### src/rtl/pixel_ds_pkg.sv
// -----------------------------------------------------------------------------
// pixel_ds_pkg
// Shared definitions for the camera pixel downsampler:
//   - input format codes (RGB565 / RGB555 / RGB444)
//   - control state encoding
//   - channel-extract helper that returns each colour channel MSB-aligned
//     in a 6-bit field, so truncation and dither work the same for every format
//   - 2x2 ordered-dither weight table, used when PIXEL_DS_DITHER_EN is defined
// -----------------------------------------------------------------------------
package pixel_ds_pkg;

   localparam int FMT_RGB565 = 0;
   localparam int FMT_RGB555 = 1;
   localparam int FMT_RGB444 = 2;

   typedef enum logic [2:0] {
      IDLE,
      VBLANK,
      LINE_WAIT,
      HI,
      LO
   } state_t;

   // Each channel is left-aligned in 6 bits. Narrower channels are zero-padded
   // below, so "top N bits" is always field[5 -: N].
   typedef struct packed {
      logic [5:0] r;
      logic [5:0] g;
      logic [5:0] b;
   } chan_t;

   // Weights indexed by {y[0], x[0]}.
   localparam logic [1:0] BAYER [4] = '{2'd0, 2'd2, 2'd3, 2'd1};

   function automatic chan_t extract_channels(input int fmt, input logic [15:0] pix);
      chan_t c;
      case (fmt)
         FMT_RGB555: begin
            c.r = {pix[14:10], 1'b0};
            c.g = {pix[9:5],   1'b0};
            c.b = {pix[4:0],   1'b0};
         end
         FMT_RGB444: begin
            c.r = {pix[11:8], 2'b00};
            c.g = {pix[7:4],  2'b00};
            c.b = {pix[3:0],  2'b00};
         end
         default: begin
            c.r = {pix[15:11], 1'b0};
            c.g = pix[10:5];
            c.b = {pix[4:0],   1'b0};
         end
      endcase
      return c;
   endfunction

endpackage

### src/rtl/pixel_ds_convert.sv
// -----------------------------------------------------------------------------
// pixel_ds_convert
// Combinational colour conversion: extract R/G/B from a 16-bit camera pixel,
// optionally add a 2x2 ordered-dither offset, and truncate to the output depth.
// The result is packed {R, B, G}, MSB first. The parent registers the output.
//
// Optional feature macro: PIXEL_DS_DITHER_EN (adds i_x0 / i_y0 ports).
//
// Ports:
//   i_pix  in  16                   assembled camera pixel {hi, lo}
//   i_x0   in  1                    (dither only) input column LSB
//   i_y0   in  1                    (dither only) input line LSB
//   o_pix  out R_OUT+G_OUT+B_OUT    packed, truncated pixel
// -----------------------------------------------------------------------------
module pixel_ds_convert
   import pixel_ds_pkg::*;
#(
   parameter int IN_FMT = 0,
   parameter int R_OUT  = 3,
   parameter int G_OUT  = 2,
   parameter int B_OUT  = 3
) (
   input  logic [15:0]                    i_pix,
`ifdef PIXEL_DS_DITHER_EN
   input  logic                           i_x0,
   input  logic                           i_y0,
`endif
   output logic [R_OUT+G_OUT+B_OUT-1:0]   o_pix
);

   localparam int OUT_W = R_OUT + G_OUT + B_OUT;

   chan_t w_ch;
   chan_t w_adj;

   assign w_ch = extract_channels(IN_FMT, i_pix);

`ifdef PIXEL_DS_DITHER_EN
   // The 2-bit weight is a quarter-step fraction of the discarded LSB range.
   // In the 6-bit aligned field that range is 2^(6-n), so the weight is shifted
   // by (4-n). Padding bits below a narrow channel absorb any sub-LSB part.
   function automatic logic [5:0] dither_sat(input logic [5:0] ch,
                                             input logic [1:0] wgt,
                                             input int         n_out);
      logic [6:0] sum;
      sum = {1'b0, ch} + (7'(wgt) << (4 - n_out));
      return sum[6] ? 6'h3F : sum[5:0];
   endfunction

   logic [1:0] w_weight;
   assign w_weight = BAYER[{i_y0, i_x0}];

   // NOTE: every field is assigned on every evaluation, so no latch is inferred.
   always_comb begin
      w_adj.r = dither_sat(w_ch.r, w_weight, R_OUT);
      w_adj.g = dither_sat(w_ch.g, w_weight, G_OUT);
      w_adj.b = dither_sat(w_ch.b, w_weight, B_OUT);
   end
`else
   assign w_adj = w_ch;
`endif

   // Shifting keeps only the top bits of each channel.
   assign o_pix = OUT_W'((18'(w_adj.r >> (6 - R_OUT)) << (B_OUT + G_OUT))
                       | (18'(w_adj.b >> (6 - B_OUT)) << G_OUT)
                       |  18'(w_adj.g >> (6 - G_OUT)));

endmodule

### src/rtl/pixel_downsampler.sv
// -----------------------------------------------------------------------------
// pixel_downsampler
// Camera byte stream (two bytes per pixel, vsync/href framing) to frame-buffer
// write port. Assembles 16-bit pixels, truncates each channel, decimates by
// H_DEC/V_DEC and emits each kept pixel with its linear write address.
//
// Optional feature macro: PIXEL_DS_DITHER_EN (2x2 ordered dither before
// truncation; same latency).
//
// Ports:
//   clk         in   1        system clock
//   reset       in   1        synchronous active-high reset
//   vsync       in   1        frame sync, high between frames
//   href        in   1        line valid
//   byte_val    in   1        byte_in valid this cycle
//   byte_in     in   8        camera byte, high byte of pixel first
//   pixel_out   out  R+G+B    packed {R,B,G}
//   pixel_val   out  1        pixel_out / wr_addr valid strobe
//   wr_addr     out  ADDR_W   y_out*(H_ACTIVE/H_DEC) + x_out
//   frame_done  out  1        one-cycle end-of-frame pulse
//   line_err    out  1        sticky: line ended on a half pixel
// -----------------------------------------------------------------------------
module pixel_downsampler
   import pixel_ds_pkg::*;
#(
   parameter int IN_FMT   = 0,
   parameter int R_OUT    = 3,
   parameter int G_OUT    = 2,
   parameter int B_OUT    = 3,
   parameter int H_ACTIVE = 176,
   parameter int V_ACTIVE = 144,
   parameter int H_DEC    = 1,
   parameter int V_DEC    = 1,
   parameter int ADDR_W   = 15
) (
   input  logic                           clk,
   input  logic                           reset,
   input  logic                           vsync,
   input  logic                           href,
   input  logic                           byte_val,
   input  logic [7:0]                     byte_in,
   output logic [R_OUT+G_OUT+B_OUT-1:0]   pixel_out,
   output logic                           pixel_val,
   output logic [ADDR_W-1:0]              wr_addr,
   output logic                           frame_done,
   output logic                           line_err
);

   localparam int OUT_W = R_OUT + G_OUT + B_OUT;
   localparam int W_OUT = H_ACTIVE / H_DEC;
   localparam int XW    = $clog2(H_ACTIVE + 1);
   localparam int YW    = $clog2(V_ACTIVE + 1);

   state_t              r_state;
   logic [XW-1:0]       r_x;
   logic [YW-1:0]       r_y;
   logic [7:0]          r_hi;
   logic [ADDR_W-1:0]   r_addr;   // address of the next kept pixel
   logic [ADDR_W-1:0]   r_base;   // address of column 0 on the current output row

   logic [OUT_W-1:0]    w_conv;
   logic                w_pix_ok;
   logic                w_emit;
   logic                w_row_adv;

   assign w_pix_ok  = (r_x < XW'(H_ACTIVE)) && (r_y < YW'(V_ACTIVE));
   // Decimation factors are powers of two, so "mod" is a mask.
   assign w_emit    = ((r_x & XW'(H_DEC - 1)) == '0) && ((r_y & YW'(V_DEC - 1)) == '0);
   // The line about to start begins a new output row.
   assign w_row_adv = (((r_y + 1'b1) & YW'(V_DEC - 1)) == '0);

   pixel_ds_convert #(
      .IN_FMT (IN_FMT),
      .R_OUT  (R_OUT),
      .G_OUT  (G_OUT),
      .B_OUT  (B_OUT)
   ) u_convert (
      .i_pix  ({r_hi, byte_in}),
`ifdef PIXEL_DS_DITHER_EN
      .i_x0   (r_x[0]),
      .i_y0   (r_y[0]),
`endif
      .o_pix  (w_conv)
   );

   // NOTE: sequential state uses non-blocking assignments only, so every
   // register samples the pre-edge values of the others.
   always_ff @(posedge clk) begin
      if (reset) begin
         r_state    <= IDLE;
         r_x        <= '0;
         r_y        <= '0;
         r_hi       <= '0;
         r_addr     <= '0;
         r_base     <= '0;
         pixel_out  <= '0;
         pixel_val  <= 1'b0;
         wr_addr    <= '0;
         frame_done <= 1'b0;
         line_err   <= 1'b0;
      end else begin
         pixel_val  <= 1'b0;
         frame_done <= 1'b0;
         if (vsync) line_err <= 1'b0;

         case (r_state)
            IDLE: begin
               if (vsync) r_state <= VBLANK;
            end

            VBLANK: begin
               r_x    <= '0;
               r_y    <= '0;
               r_addr <= '0;
               r_base <= '0;
               if (!vsync) r_state <= LINE_WAIT;
            end

            LINE_WAIT, HI, LO: begin
               if (vsync) begin
                  // Frame abort: only a frame that delivered a line reports done.
                  r_state <= VBLANK;
                  r_hi    <= '0;
                  if (r_y != '0) frame_done <= 1'b1;
               end else if (r_state == LINE_WAIT) begin
                  if (href) r_state <= HI;
               end else if (!href) begin
                  // End of line; a pending high byte is a broken pixel.
                  r_state <= LINE_WAIT;
                  r_x     <= '0;
                  if (r_state == LO) begin
                     line_err <= 1'b1;
                     r_hi     <= '0;
                  end
                  if (r_y < YW'(V_ACTIVE)) begin
                     r_y <= r_y + 1'b1;
                     if (w_row_adv) begin
                        r_base <= r_base + ADDR_W'(W_OUT);
                        r_addr <= r_base + ADDR_W'(W_OUT);
                     end else begin
                        r_addr <= r_base;
                     end
                  end
               end else if (byte_val) begin
                  if (r_state == HI) begin
                     // Bytes past the active window are dropped until href falls.
                     if (w_pix_ok) begin
                        r_hi    <= byte_in;
                        r_state <= LO;
                     end
                  end else begin
                     r_state <= HI;
                     r_x     <= r_x + 1'b1;
                     if (w_emit) begin
                        pixel_out <= w_conv;
                        pixel_val <= 1'b1;
                        wr_addr   <= r_addr;
                        r_addr    <= r_addr + 1'b1;
                     end
                  end
               end
            end

            default: r_state <= IDLE;
         endcase
      end
   end

endmodule

### config.mk
export PLATFORM = sky130hd
export DESIGN_NAME = pixel_downsampler
export DESIGN_NICKNAME = d
export VERILOG_FILES = /design/src/rtl/pixel_ds_pkg.sv /design/src/rtl/pixel_ds_convert.sv /design/src/rtl/pixel_downsampler.sv
export SDC_FILE = /design/constraint.sdc
export NUM_CORES = 1
export LEC_CHECK = 0
export ABC_CLOCK_PERIOD_IN_PS = 4200
export CAP_MARGIN = 20
export CORE_AREA = 8 8 103 105
export CTS_CLUSTER_SIZE = 40
export DETAILED_ROUTE_END_ITERATION = 8
export DIE_AREA = 0 0 111 113
export HOLD_SLACK_MARGIN = 0.05
export PLACE_DENSITY = 0.64
export SLEW_MARGIN = 15
export SYNTH_ARGS = -nofsm -noshare
export SYNTH_HDL_FRONTEND = slang
export SYNTH_SLANG_ARGS = --single-unit
### constraint.sdc
create_clock -name clk -period 4.2 [get_ports clk]
set_clock_uncertainty 0.1 [all_clocks]
set_input_delay 0.84 -clock clk [delete_from_list [all_inputs] [get_ports clk]]
set_output_delay 0.84 -clock clk [all_outputs]
set_load 0.01 [all_outputs]
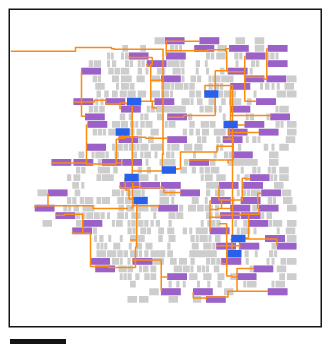
run_1/clock_wires.png
Scale bar: 20 µm.
purple -> flip-flops  # count 76
orange -> clock wires  # length 1,020 µm
blue -> clock-net drivers  # count 9
routed clock nets = 10
Clock power frac: 32.6%
clk pwr: 0.616 mW
worst skew pair latency: 0.35 ns

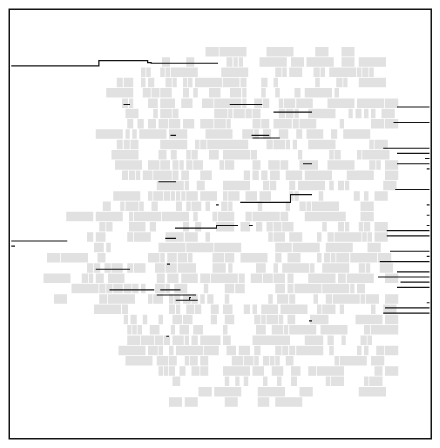
run_1/m3.png
Cells faint in the background.
main direction = horizontal
longest straight run = 23.0 µm
routed via count: 3,477
Routed Wire Length: 9.07 mm
met3 usage: 3.33%

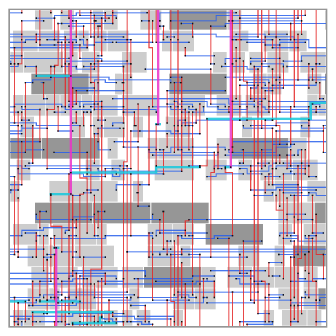
run_1/closeup.png
Window x 36 to 76, y 36 to 76 µm. Cells in grey, sequential cells in the stronger grey; small squares are vias.
blue -> M1
magenta -> M4
red -> M2
cyan -> M3
most frequent = nand2_1 (18), a21oi_1 (14), dfxtp_1 (12)
netlist names of flops here include = `r_addr` (5), `r_base` (3), `r_y` (2)
cells with their middle in the window = 133
sequential cells in the window = 12

==> flow_metrics.env, run 1 <==
# flow metrics
export IMPL_status="finished clean"
export IMPL_core_rowCount=35
export IMPL_ys_chip_area_mm2=0.00392
export IMPL_synth_cells_yosys=491
export IMPL_die_y_um=113
export IMPL_cts_tree="done"
export IMPL_final_hold_violation_count=0
export IMPL_first_global_vias=3335
export IMPL_area_dominant_class="combinational gates"
export IMPL_clock_buffer_count=10
export IMPL_crit_path_end_kind="register"
export IMPL_sh_seq_area_pct=33.5
export IMPL_yosysTopAreaCell="dfxtp_1"
export IMPL_grt_overflow=0
export IMPL_clockBufferDepth=2
export IMPL_slew_headroom_pct=35.5
export IMPL_layout_top_cell="nand2_1"
export IMPL_grt_pass1_wl_mm=15.4
export IMPL_cts_sinks=76
export IMPL_cts_made_buffers=9
export IMPL_arrival_ns=3.01
export IMPL_worst_path_buf_inv=2
export IMPL_yosys_most_used_dff="dfxtp_1"
export IMPL_cpMaxStageDelayCell="clkdlybuf4s50_1"
export IMPL_antenna_found_initial=0
export IMPL_ys_async_sr_fraction_pct=0
export IMPL_yosysWarnings=0
export IMPL_ctsHoldBuffers=0
export IMPL_dpl_hpwl_mm=6.28
export IMPL_crit_required_ns=4.38
export IMPL_finalSetupTns_ns=0
export IMPL_drt_wirelength_per_cell_um=14.4
export IMPL_dieArea_mm2=0.0125
export IMPL_grtUsageTotal_pct=14.4
export IMPL_postSynthCellCount=491
export IMPL_setup_viol=0
export IMPL_min_path_type="register to register"
export IMPL_warnings=28
export IMPL_numSynthFlops=76
export IMPL_area_growth_pct=15.8
export IMPL_final_util_pct=50.6
export IMPL_netlist_area_mm2=0.00392
export IMPL_power_mw=1.89
export IMPL_htreeDepth=3
export IMPL_vias_per_cell=5.52
export IMPL_tightest_slew_ns=0.963
==> run 1: power by group <==
group	switching (mW)	leakage, nW	internal [mW]
sequential	0.0708	0.614	0.764
clock	0.281	0.102	0.335
combinational	0.277	0.747	0.159
total	0.629	1.46	1.26
==> run 1: synth_stat cells, types with 5 or more instances <==
cell / number
a211oi_1: 6
a211oi_2: 6
a21oi_1: 54
a31oi_1: 5
and2_1: 7
buf_2: 8
clkbuf_1: 19
dfxtp_1: 76
ha_1: 5
inv_1: 13
mux2i_1: 11
nand2_1: 89
nand3_1: 16
nand4_1: 7
nor2_1: 35
nor2b_1: 6
nor3_1: 10
o21a_1: 5
o21ai_0: 19
o221ai_1: 5
o31ai_1: 5
or3_1: 5
xnor2_1: 17
==> run 1: flip-flops by register name, indices dropped and copies added, names as in the netlist <==
register	cells
r_y	8
r_base	11
line_err	1
r_state	3
frame_done	1
pixel_val	1
r_x	8
pixel_out	8
r_addr	15
wr_addr	15
r_hi	5
==> run 1: path summary, 6_finish.rpt <==
check / start / endpoint / slack, ns / depth (start not counted)
worst min-delay path: r_hi[6] / pixel_out[6] / 0.36 / 2
worst max-delay path: href / r_y[5] / 1.37 / 7
worst max register to register: r_state[2] / r_addr[1] / 2.02 / 6
worst min register to register: r_hi[6] / pixel_out[6] / 0.36 / 2
==> run 1: worst register-to-register path, cell delays in order, from the launching register on <==
cell      delay (ns)
dfxtp_1         0.53
nand2b_1        0.12
or4_4           0.56
a21oi_2         0.16
buf_4           0.28
mux2i_1         0.26
nor3_2          0.05
==> run 1: routing by layer <==
metal  wire length (µm)  vias to the layer above  track usage, %
met5                  0                        -               0
met4                162                        0            6.22
met3                357                       14            3.33
met2               4000                       57            23.5
met1               4540                     1627            17.9
li1                   -                     1779               -
run_1/clock_nets.png
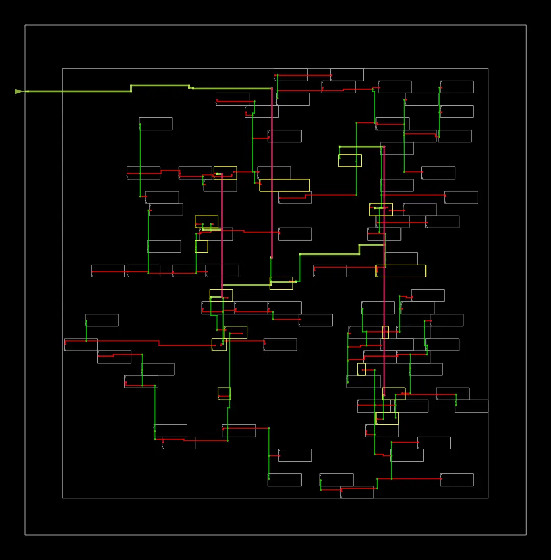

## Run 2: what changed since run 1
- ABC_CLOCK_PERIOD_IN_PS: 4200 -> 2710
- clock period: 4.2 -> 2.71 ns (I/O delays scaled with it)
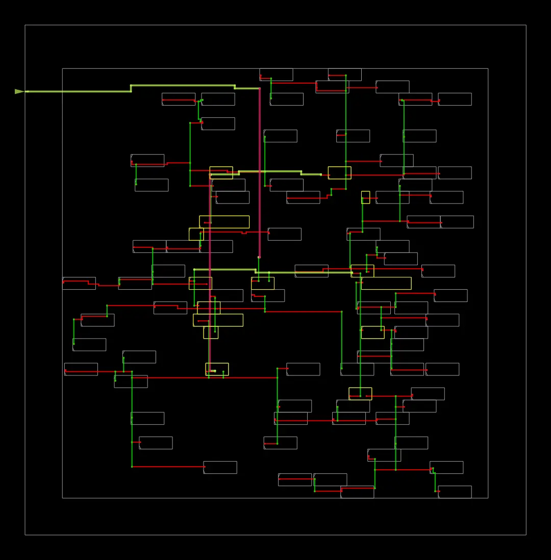
run_2/clock_nets.png
clk pwr: 1.05 mW
CTS Buf Count: 9
Flops: 76

==> run 2 against run 1 <==
Die area unchanged; combinational power is 71% higher; count of clock-buffer cells in the layout shrank 1; critical path depth fell by 1; power rose by 64%; global-route usage decreased by 0.11 points; critical endpoint unchanged.
==> flow_metrics.env, run 2 <==
# flow metrics
export IMPL_cellInternalPower_mw=2.10
export IMPL_grt_overflow=0
export IMPL_finalSetupTns_ns=0
export IMPL_clock_latency_late_pin_ns=0.35
export IMPL_grtUsageTotal_pct=14.3
export IMPL_setup_viol=0
export IMPL_ys_async_sr_fraction_pct=0
export IMPL_routed_top_layer="met4"
export IMPL_met3_usage_pct=3.60
export IMPL_cts_tree="done"
export IMPL_r2r_end="r_addr[1]"
export IMPL_cts_sinks=76
export IMPL_use_met2_pct=22.2
export IMPL_r2r_slack_ns=0.59
export IMPL_status="finished clean"
export IMPL_numSynthFlops=76
export IMPL_cpMaxStageDelayCell="or4_1"
export IMPL_vias=3501
export IMPL_ys_chip_area_mm2=0.00392
export IMPL_dpl_hpwl_mm=6.37
export IMPL_p_switching_mw=0.996
export IMPL_yosysTopAreaCell="dfxtp_1"
export IMPL_die_y_um=113
export IMPL_final_hold_violation_count=0
export IMPL_htreeDepth=3
export IMPL_core_rowCount=35
export IMPL_slew_headroom_pct=65.3
export IMPL_routed_wl_mm=9.15
export IMPL_swShare_pct=32.2
export IMPL_gr_usage_met1_pct=19.1
export IMPL_arrival_ns=2.43
export IMPL_sequentialPowerShare_pct=41.8
export IMPL_antenna_found_initial=0
export IMPL_power_frac_comb_pct=24.2
export IMPL_yosys_most_used_dff="dfxtp_1"
export IMPL_busiest_layer="met2"
export IMPL_netlist_area_mm2=0.00392
export IMPL_drt_met1_wl_mm=4.58
export IMPL_crit_required_ns=2.88
export IMPL_yosysWarnings=0
export IMPL_clockBufferDepth=2
export IMPL_vias_per_cell=5.48
export IMPL_dr_wl_met2_mm=4.05
export IMPL_crit_path_end_kind="register"
export IMPL_dieArea_mm2=0.0125
export IMPL_tightest_slew_ns=0.518
export IMPL_first_global_vias=3153
export IMPL_ys_top_cells_by_count="nand2_1, dfxtp_1, a21oi_1"
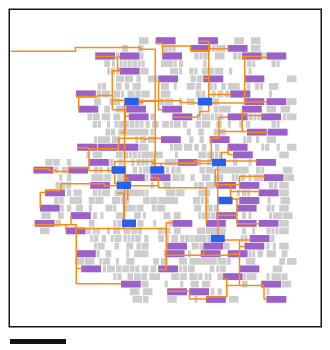
run_2/clock_wires.png
Scale bar: 20 µm.
blue -> clock-net drivers  # count 9
purple -> flip-flops  # count 76
orange -> clock wires  # length 1,060 µm
routed clock nets = 10
Clock power frac: 34.0%

## run 2: cell counts after synthesis
Identical to the previous run, type by type.
## run 2: area by class of cell
type,instances,share of cell area [%]
clock buffers,9,2.66
flip-flops and latches,76,32.6
clock inverters,6,2.42
multi-input cells,370,47.1
inverters,13,1.05
repair buffers,54,11.1
well taps,111,2.98
## run 2: logic make-up after synthesis
kind of cell               count (synthesis)
and+or+nand+nor                          207
buffers and inverters                     45
muxes                                     11
xor gates and xnor gates                  20
DFF                                       76
adders and majority gates                  5
AOI/OAI and AO/OA                        127
## run 2: through the flow
stage | cells | cell area [µm²] | utilization (%) | power [mW]
final | 639 | 4660 | 51.9 | 3.09
after global routing | 639 | 4660 | 51.9 | 3.25
after CTS | 639 | 4660 | 51.9 | 3.11
after detailed placement | 624 | 4420 | 49.3 | 2.06
after global placement | 624 | 4420 | 49.3 | 2.05
after floorplan | 491 | 3920 | - | 1.85
## run 2: how the worst min path moves through the flow
stage	start	end	slack [ns]	depth (start not counted)
finish	pixel_out[2]	pixel_out[2]	0.35	2
global route	pixel_out[2]	pixel_out[2]	0.38	2
CTS	pixel_out[2]	pixel_out[2]	0.36	2
detailed placement	pixel_out[2]	pixel_out[2]	0.35	2
global placement	pixel_out[4]	pixel_out[4]	0.34	2
floorplan	r_hi[1]	pixel_out[0]	0.33	2
## run 2: power groups by stage
| stage | clock network [mW] | logic (mW) | registers [mW] |
|---|---|---|---|
| global placement | 0 | 0.734 | 1.32 |
| finish | 1.05 | 0.749 | 1.29 |
| global route | 1.12 | 0.820 | 1.31 |
| CTS | 1.07 | 0.749 | 1.29 |
| floorplan | 0 | 0.594 | 1.26 |
| detailed placement | 0 | 0.745 | 1.32 |
No activity file was given, so power comes from the tool's default toggle rates.
